--- src/rtl/muldiv_unit.sv ---
// -----------------------------------------------------------------------------
// muldiv_unit
//
// Iterative radix-2 multiply/divide unit for the RV32M extension. One bit of
// the product or quotient is produced per clock; one operation is in flight at
// a time. Operands are reduced to magnitudes on accept, the core loop runs
// unsigned, and the FIX state restores signs and picks the requested half.
//
// Ports:
//   clk        rising-edge clock
//   rst_n      asynchronous active-low reset
//   flush      synchronous abort; forces IDLE on the next edge, no result
//   in_valid   request valid            in_ready   high only in IDLE
//   op         RV32M funct3 (MUL..REMU)
//   alusrc     1 = second operand is immop, 0 = regop2
//   aluop1     first operand (rs1)
//   regop2     register second operand  immop      immediate second operand
//   out_valid  result valid (DONE)      out_ready  consumer accepts result
//   result     result, stable while out_valid is held
//   busy       state is not IDLE
//
// Optional build macro MULDIV_EARLY_OUT_EN: divide by zero, signed overflow
// and any zero operand jump straight from IDLE to DONE. Results are the same
// with or without the macro; only the latency changes.
// -----------------------------------------------------------------------------
module muldiv_unit #(
    parameter int D_WIDTH = 32
) (
    input  logic               clk,
    input  logic               rst_n,
    input  logic               flush,
    input  logic               in_valid,
    output logic               in_ready,
    input  logic [2:0]         op,
    input  logic               alusrc,
    input  logic [D_WIDTH-1:0] aluop1,
    input  logic [D_WIDTH-1:0] regop2,
    input  logic [D_WIDTH-1:0] immop,
    output logic               out_valid,
    input  logic               out_ready,
    output logic [D_WIDTH-1:0] result,
    output logic               busy
);

    localparam int CNT_W = $clog2(D_WIDTH) + 1;

    localparam logic [1:0] S_IDLE = 2'd0;
    localparam logic [1:0] S_CALC = 2'd1;
    localparam logic [1:0] S_FIX  = 2'd2;
    localparam logic [1:0] S_DONE = 2'd3;

    localparam logic [CNT_W-1:0]   LAST_CNT = CNT_W'(D_WIDTH - 1);
    localparam logic [D_WIDTH-1:0] MIN_VAL  = {1'b1, {(D_WIDTH-1){1'b0}}};

    // Two's-complement magnitude when the operand is treated as negative.
    function automatic logic [D_WIDTH-1:0] magnitude(input logic [D_WIDTH-1:0] x,
                                                     input logic is_neg);
        return is_neg ? -x : x;
    endfunction

    logic [1:0]         state_q, state_d;
    logic [2:0]         op_q, op_d;
    logic [CNT_W-1:0]   cnt_q, cnt_d;
    logic [D_WIDTH-1:0] hi_q, hi_d;        // product high half / partial remainder
    logic [D_WIDTH-1:0] lo_q, lo_d;        // multiplier bits / dividend-quotient bits
    logic [D_WIDTH-1:0] mcand_q, mcand_d;  // multiplicand magnitude / divisor magnitude
    logic               a_neg_q, a_neg_d;
    logic               b_neg_q, b_neg_d;
    logic [D_WIDTH-1:0] result_q, result_d;

    // Operand decode on the request side.
    logic [D_WIDTH-1:0] op2;
    logic               a_signed, b_signed;
    logic               in_a_neg, in_b_neg;
    logic [D_WIDTH-1:0] a_mag, b_mag;

    assign op2      = alusrc ? immop : regop2;
    // Signed rs1: MUL, MULH, MULHSU, DIV, REM. Signed rs2: MUL, MULH, DIV, REM.
    assign a_signed = (op[2] == 1'b0) ? (op[1:0] != 2'b11) : (op[0] == 1'b0);
    assign b_signed = (op[2] == 1'b0) ? (op[1] == 1'b0)    : (op[0] == 1'b0);
    assign in_a_neg = a_signed & aluop1[D_WIDTH-1];
    assign in_b_neg = b_signed & op2[D_WIDTH-1];
    assign a_mag    = magnitude(aluop1, in_a_neg);
    assign b_mag    = magnitude(op2, in_b_neg);

    // Shift-add step: add the multiplicand when the current multiplier bit is
    // set, then shift {carry, hi, lo} right so the product fills in from the top.
    logic [D_WIDTH:0] mul_sum;
    assign mul_sum = {1'b0, hi_q} + {1'b0, (lo_q[0] ? mcand_q : {D_WIDTH{1'b0}})};

    // Restoring step: shift the next dividend bit into the remainder and keep
    // the subtraction only if it did not go negative (bit D_WIDTH clear).
    logic [D_WIDTH:0] div_shift, div_trial;
    assign div_shift = {hi_q, lo_q[D_WIDTH-1]};
    assign div_trial = div_shift - {1'b0, mcand_q};

    // Sign restoration and half/quotient/remainder selection for FIX.
    logic [2*D_WIDTH-1:0] prod_fixed;
    logic [D_WIDTH-1:0]   quo_fixed, rem_fixed, fix_result;
    logic                 div_by_zero;

    always_comb begin
        prod_fixed  = (a_neg_q ^ b_neg_q) ? -{hi_q, lo_q} : {hi_q, lo_q};
        div_by_zero = (mcand_q == {D_WIDTH{1'b0}});
        // A zero divisor leaves |rs1| in hi, so the sign fix below restores rs1
        // exactly; only the quotient needs forcing to all ones.
        quo_fixed   = div_by_zero ? {D_WIDTH{1'b1}}
                                  : magnitude(lo_q, a_neg_q ^ b_neg_q);
        rem_fixed   = magnitude(hi_q, a_neg_q);
        if (op_q[2] == 1'b0) begin
            fix_result = (op_q[1:0] == 2'b00) ? prod_fixed[D_WIDTH-1:0]
                                              : prod_fixed[2*D_WIDTH-1:D_WIDTH];
        end else begin
            fix_result = op_q[1] ? rem_fixed : quo_fixed;
        end
    end

`ifdef MULDIV_EARLY_OUT_EN
    // Cases whose answer is known from the operands alone.
    logic               early_hit;
    logic [D_WIDTH-1:0] early_val;

    always_comb begin
        early_hit = 1'b0;
        early_val = {D_WIDTH{1'b0}};
        if (op[2]) begin
            if (op2 == {D_WIDTH{1'b0}}) begin
                early_hit = 1'b1;
                early_val = op[1] ? aluop1 : {D_WIDTH{1'b1}};
            end else if (!op[0] && aluop1 == MIN_VAL && op2 == {D_WIDTH{1'b1}}) begin
                early_hit = 1'b1;
                early_val = op[1] ? {D_WIDTH{1'b0}} : MIN_VAL;
            end else if (aluop1 == {D_WIDTH{1'b0}}) begin
                early_hit = 1'b1;
            end
        end else if (aluop1 == {D_WIDTH{1'b0}} || op2 == {D_WIDTH{1'b0}}) begin
            early_hit = 1'b1;
        end
    end
`endif

    always_comb begin
        state_d  = state_q;
        op_d     = op_q;
        cnt_d    = cnt_q;
        hi_d     = hi_q;
        lo_d     = lo_q;
        mcand_d  = mcand_q;
        a_neg_d  = a_neg_q;
        b_neg_d  = b_neg_q;
        result_d = result_q;

        if (flush) begin
            // Abort wins over everything, including an accept or a FIX update.
            state_d = S_IDLE;
        end else begin
            case (state_q)
                S_IDLE: begin
                    if (in_valid) begin
                        op_d    = op;
                        cnt_d   = {CNT_W{1'b0}};
                        hi_d    = {D_WIDTH{1'b0}};
                        a_neg_d = in_a_neg;
                        b_neg_d = in_b_neg;
                        if (op[2]) begin
                            lo_d    = a_mag;
                            mcand_d = b_mag;
                        end else begin
                            lo_d    = b_mag;
                            mcand_d = a_mag;
                        end
                        state_d = S_CALC;
`ifdef MULDIV_EARLY_OUT_EN
                        if (early_hit) begin
                            result_d = early_val;
                            state_d  = S_DONE;
                        end
`endif
                    end
                end
                S_CALC: begin
                    cnt_d = cnt_q + CNT_W'(1);
                    if (op_q[2]) begin
                        if (!div_trial[D_WIDTH]) begin
                            hi_d = div_trial[D_WIDTH-1:0];
                            lo_d = {lo_q[D_WIDTH-2:0], 1'b1};
                        end else begin
                            hi_d = div_shift[D_WIDTH-1:0];
                            lo_d = {lo_q[D_WIDTH-2:0], 1'b0};
                        end
                    end else begin
                        hi_d = mul_sum[D_WIDTH:1];
                        lo_d = {mul_sum[0], lo_q[D_WIDTH-1:1]};
                    end
                    if (cnt_q == LAST_CNT) begin
                        state_d = S_FIX;
                    end
                end
                S_FIX: begin
                    result_d = fix_result;
                    state_d  = S_DONE;
                end
                S_DONE: begin
                    if (out_ready) begin
                        state_d = S_IDLE;
                    end
                end
                default: state_d = S_IDLE;
            endcase
        end
    end

    always_ff @(posedge clk or negedge rst_n) begin
        if (!rst_n) begin
            state_q  <= S_IDLE;
            op_q     <= 3'b000;
            cnt_q    <= {CNT_W{1'b0}};
            hi_q     <= {D_WIDTH{1'b0}};
            lo_q     <= {D_WIDTH{1'b0}};
            mcand_q  <= {D_WIDTH{1'b0}};
            a_neg_q  <= 1'b0;
            b_neg_q  <= 1'b0;
            result_q <= {D_WIDTH{1'b0}};
        end else begin
            state_q  <= state_d;
            op_q     <= op_d;
            cnt_q    <= cnt_d;
            hi_q     <= hi_d;
            lo_q     <= lo_d;
            mcand_q  <= mcand_d;
            a_neg_q  <= a_neg_d;
            b_neg_q  <= b_neg_d;
            result_q <= result_d;
        end
    end

    assign in_ready  = (state_q == S_IDLE);
    assign busy      = (state_q != S_IDLE);
    assign out_valid = (state_q == S_DONE);
    assign result    = result_q;

endmodule
--- config.mk ---
export PLATFORM = sky130hd
export DESIGN_NAME = muldiv_unit
export DESIGN_NICKNAME = d
export VERILOG_FILES = /design/src/rtl/muldiv_unit.sv
export SDC_FILE = /design/constraint.sdc
export NUM_CORES = 1
export LEC_CHECK = 0
export CORE_ASPECT_RATIO = 0.9
export CORE_UTILIZATION = 40
export CTS_CLUSTER_DIAMETER = 80
export DETAILED_ROUTE_END_ITERATION = 6
export PLACE_DENSITY = 0.67
export SLEW_MARGIN = 25
export SYNTH_ARGS = -nofsm -noshare
export SYNTH_HDL_FRONTEND = slang
export SYNTH_SLANG_ARGS = --single-unit
--- constraint.sdc ---
create_clock -name clk -period 3.84 [get_ports clk]
set_clock_uncertainty 0.2 [all_clocks]
set_input_delay 0.768 -clock clk [delete_from_list [all_inputs] [get_ports clk]]
set_output_delay 0.768 -clock clk [all_outputs]
set_load 0.05 [all_outputs]
**Cell placement**

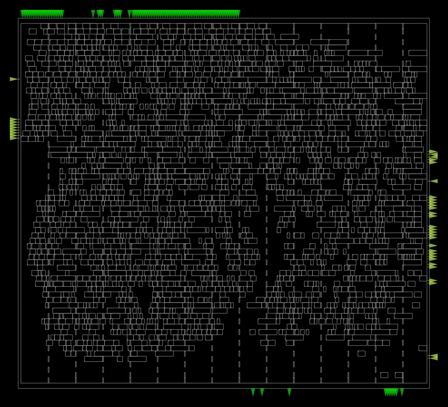
Cell Count, Final, Fillers Out: 2697
final core occ: 49.6%
Tapcell Cnt: 483

**Cell density map**

The die is cut into 21 by 19 equal tiles; white is low, dark blue is high, 0 to 100% covered.
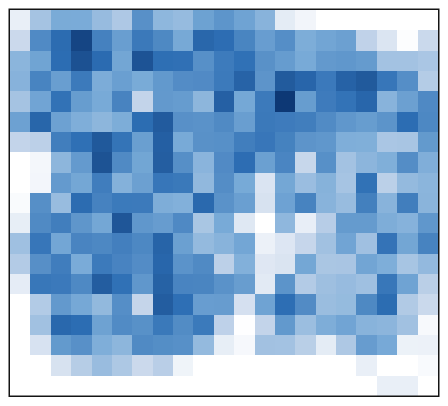
The fullest tile reaches 97%. 11% of the tiles are nearly empty. The densest ninth of the die: north. 9.3% of the tiles are over 75% full. The mean over all tiles is 46%. The emptiest ninth of the die: south-east.
Core Area: 0.0375 mm^2
Core Util at FP: 40.9%

**Signal wires on met2**

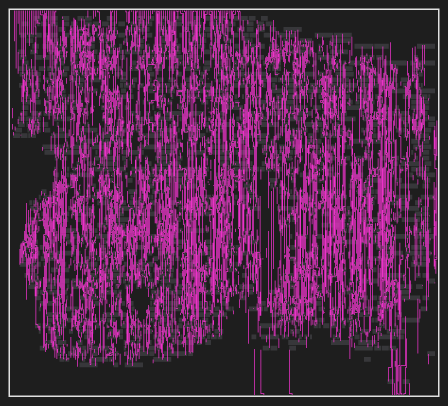
2003 nets have wire on it. The wires run mostly vertical. The longest straight run is 94.5 um. The layer carries 27.1 mm of wire. The layer holds 43% of the routed length.
M2 GR Usage: 47.0%
Routed WL: 62800 um

==> results.cfg <==
; physical design summary
[hold_path]
min_path_type = primary input to async pin

[clock_network]
cts_made_buffers = 17
cts.clk_slew.worst_paths_ns = 0.07
clockBufferDepth = 2
clock_latency_ns = 0.45

[synthesis]
top_cells_by_area = dfrtp_1 23%, xnor2_1 6.3%, o21ai_0 6.3%
ys_seq_share_pct = 23.0
synth_cell_types = 75
top_area_share_pct = 23.0

[sta]
slew_headroom_pct = 35.3
max_freq_mhz = 269

[route]
ant_nets = 0
top_layer = met4
wl_per_cell_um = 23.3
wl_met2_um = 27100

[placement]
dp_cells = 2665
place_area_mm2 = 0.0180

[layout]
areaGrowthSynthToFinish_pct = 21.2

[pwr]
ir_worst_vdd_mv = 0.468

[worst_setup_path]
crit_path_start = mcand_q[2]
critPathLaunchType = register
required_ns = 4.00
r2r_start = mcand_q[2]

[grt]
grt.overflow.total = 0
grt.total_usage_pct = 31.6
grtUsageMet1_pct = 44.3

[die]
num_rows = 67
die_w_um = 208

[run_status]
status = completed
-- where the power goes --
group / switching (uW) / internal [uW]
clock network: 791 / 871
registers: 823 / 2110
logic: 7740 / 4630
total: 9360 / 7610
-- cell families (layout without fill, tap and decap cells) --
logic type               Yosys count  after routing
XOR/XNOR                         203            203
AND/OR/NAND/NOR                  649            649
adder cells (fa/ha/maj)           75             75
flip-flops                       141            141
multiplexers                      99             99
AND-OR/OR-AND                    660            660
buffers and inverters            201            387
-- layout by cell type, fill, tap and decap left out, drive strengths merged, types with 8 or more instances in the layout --
cell / n
nand2: 226
o21ai: 198
a21oi: 177
nor2: 160
buf: 152
dfrtp: 141
clkdlybuf4s50: 136
xnor2: 111
xor2: 92
mux2i: 80
inv: 76
ha: 73
a21o: 47
nand3: 42
nor3: 35
and3: 27
a22oi: 27
nor4: 27
o211ai: 26
nand2b: 20
o221ai: 20
a31oi: 19
mux2: 19
or3: 19
a211oi: 18
clkbuf: 18
nand4: 17
o31ai: 14
o21a: 14
and2: 13
a221oi: 12
or4: 11
nor2b: 10
o22ai: 10
a221o: 10
or2: 10
nor3b: 8
o21bai: 8
-- final cells by class --
class | instances | area [um^2]
well taps | 483 | 604
multi-input cells | 1686 | 11100
inverters | 67 | 251
flip-flops and latches | 141 | 3530
fillers | 3670 | 18900
clock buffers | 18 | 439
repair buffers | 288 | 2540
clock inverters | 14 | 123
-- path summary, 6_finish.rpt --
| check | end | slack, ns | cells past startpoint |
|---|---|---|---|
| setup reg to reg | hi_q[28] | 0.13 | 13 |
| min in group clk | result[16] | 0.27 | 2 |
| max in group asynchronous | hi_q[12] | 2.61 | 2 |
| hold / removal | result[27] | 0.11 | 1 |
| setup / recovery | hi_q[28] | 0.13 | 13 |
| hold reg to reg | result[16] | 0.27 | 2 |
Power is estimated from default activity; no workload was simulated.
